### src/rtl/cu_pkg.sv
// rtl/cu_pkg.sv - shared control-unit types: instruction register word and fetch states
package cu_pkg;

    typedef struct packed {
        logic [3:0]  cond;
        logic [11:0] instruction;
        logic [15:0] params;
    } ir_t;

    typedef enum logic [1:0] {
        FETCH_IDLE,
        FETCH_WAIT,
        FETCH_DISCARD
    } fetch_state_e;

    localparam int IR_W = $bits(ir_t);

endpackage

### src/rtl/ir_prefetch_fifo.sv
// rtl/ir_prefetch_fifo.sv - DEPTH-entry FIFO of instruction words with their fetch addresses
module ir_fifo
    import cu_pkg::*;
#(
    parameter int DEPTH  = 2,
    parameter int ADDR_W = 16,
    parameter int CNT_W  = $clog2(DEPTH) + 1
) (
    input  logic              clk,
    input  logic              rst_n,
    input  logic              push,
    input  ir_t               push_ir,
    input  logic [ADDR_W-1:0] push_addr,
    input  logic              pop,
    input  logic              clear,
    output ir_t               head_ir,
    output logic [ADDR_W-1:0] head_addr,
    output logic [CNT_W-1:0]  count
);

    localparam int PTR_W = $clog2(DEPTH);

    ir_t               ir_mem   [DEPTH];
    logic [ADDR_W-1:0] addr_mem [DEPTH];
    logic [PTR_W-1:0]  wr_ptr;
    logic [PTR_W-1:0]  rd_ptr;
    logic              do_push;
    logic              do_pop;

    always_comb begin
        do_pop  = pop && (count != '0);
        do_push = push && ((count < CNT_W'(DEPTH)) || do_pop);
    end

    assign head_ir   = ir_mem[rd_ptr];
    assign head_addr = addr_mem[rd_ptr];

    // Storage is zeroed only on reset so the head reads 0 before any fetch.
    always_ff @(posedge clk or negedge rst_n) begin
        if (!rst_n) begin
            for (int i = 0; i < DEPTH; i++) begin
                ir_mem[i]   <= '0;
                addr_mem[i] <= '0;
            end
            wr_ptr <= '0;
            rd_ptr <= '0;
            count  <= '0;
        end else if (clear) begin
            wr_ptr <= '0;
            rd_ptr <= '0;
            count  <= '0;
        end else begin
            if (do_push) begin
                ir_mem[wr_ptr]   <= push_ir;
                addr_mem[wr_ptr] <= push_addr;
                wr_ptr           <= wr_ptr + PTR_W'(1);
            end
            if (do_pop) begin
                rd_ptr <= rd_ptr + PTR_W'(1);
            end
            count <= count + CNT_W'(do_push) - CNT_W'(do_pop);
        end
    end

endmodule

### src/rtl/ir_prefetch.sv
// rtl/ir_prefetch.sv - instruction prefetch stage: memory fetch FSM, buffer, redirect with discard
module ir_prefetch
    import cu_pkg::*;
#(
    parameter int              DEPTH    = 2,
    parameter int              ADDR_W   = 16,
    parameter logic [ADDR_W-1:0] RESET_PC = '0
) (
    input  logic              clk,
    input  logic              rst_n,
    output logic              mem_req,
    output logic [ADDR_W-1:0] mem_addr,
    input  logic              mem_ack,
    input  logic [31:0]       mem_data,
    output logic              ir_valid,
    output ir_t               ir,
    output logic [ADDR_W-1:0] ir_pc,
    input  logic              ir_ready,
    input  logic              pc_load,
    input  logic [ADDR_W-1:0] pc_load_value
);

    localparam int CNT_W = $clog2(DEPTH) + 1;

    fetch_state_e      state;
    logic [ADDR_W-1:0] fetch_pc;
    logic [CNT_W-1:0]  count;
    logic              ack;
    logic              pop;
    logic              push;
    logic [CNT_W-1:0]  cnt_after_pop;
    logic              slot_free;
    logic              slot_after_push;

    always_comb begin
        ack             = mem_req && mem_ack;
        pop             = ir_valid && ir_ready && !pc_load;
        push            = (state == FETCH_WAIT) && ack && !pc_load;
        cnt_after_pop   = count - CNT_W'(pop);
        slot_free       = cnt_after_pop < CNT_W'(DEPTH);
        slot_after_push = (cnt_after_pop + CNT_W'(1)) < CNT_W'(DEPTH);
    end

    assign ir_valid = (count != '0);

    ir_fifo #(
        .DEPTH  (DEPTH),
        .ADDR_W (ADDR_W),
        .CNT_W  (CNT_W)
    ) u_fifo (
        .clk       (clk),
        .rst_n     (rst_n),
        .push      (push),
        .push_ir   (ir_t'(mem_data)),
        .push_addr (mem_addr),
        .pop       (pop),
        .clear     (pc_load),
        .head_ir   (ir),
        .head_addr (ir_pc),
        .count     (count)
    );

    // A redirect never aborts a pending request; the memory must still see it completed.
    always_ff @(posedge clk or negedge rst_n) begin
        if (!rst_n) begin
            state    <= FETCH_IDLE;
            fetch_pc <= RESET_PC;
            mem_req  <= 1'b0;
            mem_addr <= RESET_PC;
        end else begin
            case (state)
                FETCH_IDLE: begin
                    if (pc_load) begin
                        fetch_pc <= pc_load_value;
                    end else if (slot_free) begin
                        mem_req  <= 1'b1;
                        mem_addr <= fetch_pc;
                        state    <= FETCH_WAIT;
                    end
                end
                FETCH_WAIT: begin
                    if (pc_load) begin
                        fetch_pc <= pc_load_value;
                        if (ack) begin
                            mem_req <= 1'b0;
                            state   <= FETCH_IDLE;
                        end else begin
                            state <= FETCH_DISCARD;
                        end
                    end else if (ack) begin
                        fetch_pc <= fetch_pc + ADDR_W'(1);
                        if (slot_after_push) begin
                            mem_addr <= fetch_pc + ADDR_W'(1);
                        end else begin
                            mem_req <= 1'b0;
                            state   <= FETCH_IDLE;
                        end
                    end
                end
                FETCH_DISCARD: begin
                    if (pc_load) begin
                        fetch_pc <= pc_load_value;
                        if (ack) begin
                            mem_req <= 1'b0;
                            state   <= FETCH_IDLE;
                        end
                    end else if (ack) begin
                        if (slot_free) begin
                            mem_addr <= fetch_pc;
                            state    <= FETCH_WAIT;
                        end else begin
                            mem_req <= 1'b0;
                            state   <= FETCH_IDLE;
                        end
                    end
                end
                default: begin
                    mem_req <= 1'b0;
                    state   <= FETCH_IDLE;
                end
            endcase
        end
    end

endmodule

### config.mk
export PLATFORM = sky130hd
export DESIGN_NAME = ir_prefetch
export DESIGN_NICKNAME = d
export VERILOG_FILES = /design/src/rtl/cu_pkg.sv /design/src/rtl/ir_prefetch_fifo.sv /design/src/rtl/ir_prefetch.sv
export SDC_FILE = /design/constraint.sdc
export NUM_CORES = 1
export LEC_CHECK = 0
export CAP_MARGIN = 20
export CORE_MARGIN = 3
export CORE_UTILIZATION = 45
export DETAILED_ROUTE_END_ITERATION = 12
export PLACE_DENSITY = 0.8
export SLEW_MARGIN = 20
export SYNTH_ARGS = -nofsm -noshare
export SYNTH_HDL_FRONTEND = slang
export SYNTH_SLANG_ARGS = --single-unit
### constraint.sdc
create_clock -name clk -period 5.2 [get_ports clk]
set_input_delay 1.56 -clock clk [delete_from_list [all_inputs] [get_ports clk]]
set_output_delay 1.56 -clock clk [all_outputs]
set_load 0.1 [all_outputs]
==> impl_metrics.env <==
# physical design summary
export IMPL_status="complete, no violations"
export IMPL_crit_chain="mux2_2 > clkdlybuf4s50_1"
export IMPL_clk_path_buf_depth=2
export IMPL_largestRegisters="u_fifo.ir_mem (64), u_fifo.addr_mem (32)"
export IMPL_cts_setup_buffers=0
export IMPL_synthArstFlopShare=1.00
export IMPL_top_register="u_fifo.ir_mem"
export IMPL_insertion_delay_ps=410
export IMPL_slew_headroom=0.303
export IMPL_htreeDepth=4
export IMPL_min_from="u_fifo.ir_mem[60]"
export IMPL_warnings=31
export IMPL_seq_cells=135
export IMPL_finalCriticalPeriod_ps=4100
export IMPL_n_tap_cell=180
export IMPL_netlist_instances=527
export IMPL_use_met1=0.226
export IMPL_drt_iter0_markers=215
export IMPL_viasPerCell=5.38
export IMPL_max_stage_delay_ps=1180
export IMPL_yosys_most_used_dff="dfrtp_1"
export IMPL_drc=0
export IMPL_boundaryPins=119
export IMPL_dr_wl_met2_mm=7.02
export IMPL_antenna_found_initial=0
export IMPL_post_dp_cell_area_um2=7800
export IMPL_grt_pass1_vias=4744
export IMPL_fmax_mhz=244
export IMPL_synth_cell_type_count=42
export IMPL_critical_path_slowest_cell="clkdlybuf4s50_1"
export IMPL_fp_nets=588
export IMPL_seq_area_um2=3380
export IMPL_dr_pass1_iters=4
export IMPL_largest_reg_flops=64
-- cell usage in the layout (no fill, tap or decap), types with 16 or more instances in the layout --
cell and n:
a21oi_1 27, a21oi_2 16, buf_4 34, clkbuf_16 17
clkdlybuf4s50_1 89, dfrtp_1 134, mux2_2 148, nand2_1 22
nor2_1 28, o21ai_0 17
-- kinds of logic (layout without fill, tap and decap cells) --
kind of cell | count (synthesis) | count (layout) | synth area share
mux | 150 | 150 | 0.258
buf+inv | 40 | 165 | 0.0317
compound gates | 82 | 82 | 0.0826
xor+xnor | 21 | 21 | 0.0306
simple gates | 91 | 91 | 0.0663
fa+ha+maj | 8 | 8 | 0.0153
flops | 135 | 135 | 0.516
-- stage by stage --
| stage | hold slack [ps] | utilization | cells | worst slack, ps |
|---|---|---|---|---|
| after floorplan | 474 | - | 527 | 1790 |
| after global placement | 481 | 0.556 | 800 | 1100 |
| after detailed placement | 492 | 0.556 | 800 | 1040 |
| after CTS | 503 | 0.604 | 832 | 1040 |
| after global routing | 517 | 0.604 | 832 | 971 |
| final | 501 | 0.604 | 832 | 1100 |
-- worst max-delay path by stage --
stage / depth (start not counted) / slack [ps] / endpoint
5_1_grt: 2 / 970 / ir_pc[4]
4_1_cts: 2 / 1040 / ir_pc[4]
3_3_place_gp: 8 / 1100 / mem_addr[7]
3_5_place_dp: 8 / 1040 / mem_addr[7]
6_report: 2 / 1100 / ir_pc[4]
2_1_floorplan: 7 / 1790 / mem_addr[7]
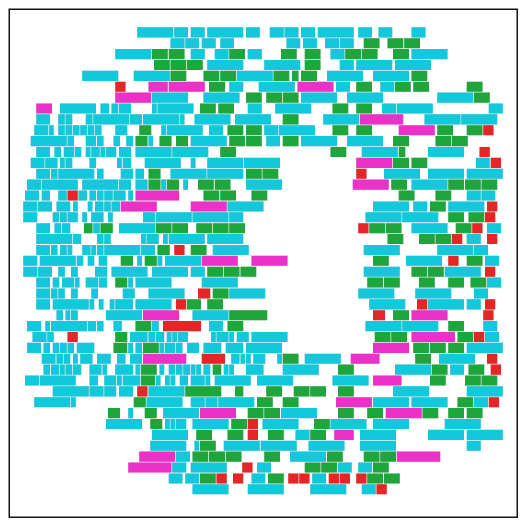
Fig. 1. Drive-strength map.
(4 px per µm)
- red: _3 and _4 cells (cells 40)
- green: _2 cells (cells 175)
- cyan: _0 and _1 cells (cells 409)
- magenta: _6 and larger (cells 28)

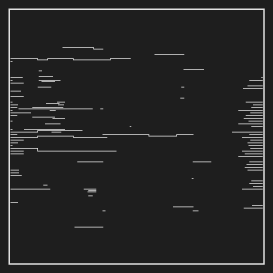
Fig. 2. M3 wires.
(2 px per µm)
- longest straight run: 39.3 µm
- wire length on this layer: 883 µm

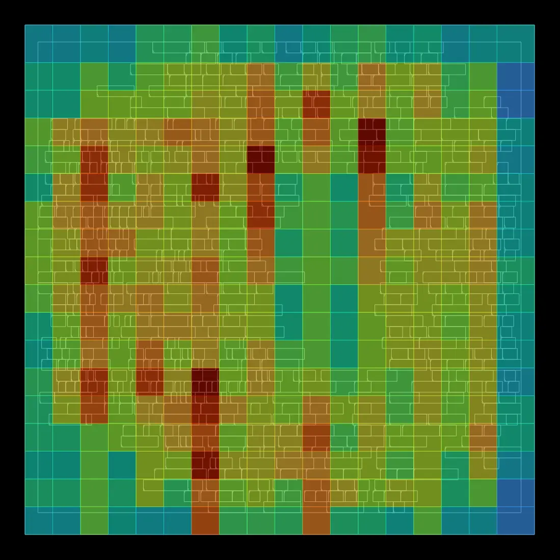
Fig. 3. Track usage over the die.
Total Routing Usage GR: 0.183
routed len/inst: 16.8 µm
met2 Use GR: 0.309
global-route track usage on met3: 0.0547
fin util: 0.604

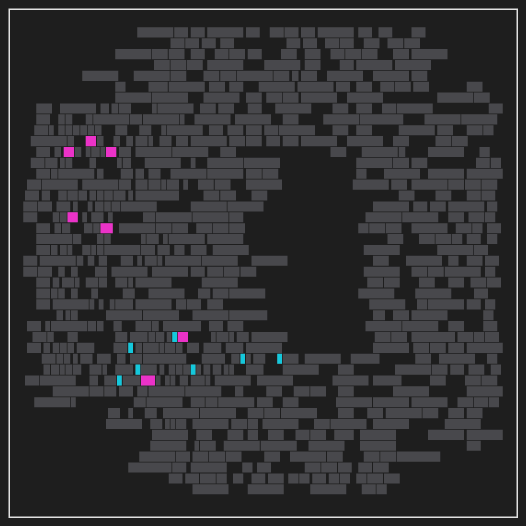
Fig. 4. Gate-type map.
(4 px per µm)
- cyan: inv cells (cells 7; most used inv_1)
- magenta: non-inverting ao/oa cells (cells 7; most used a21o_1)

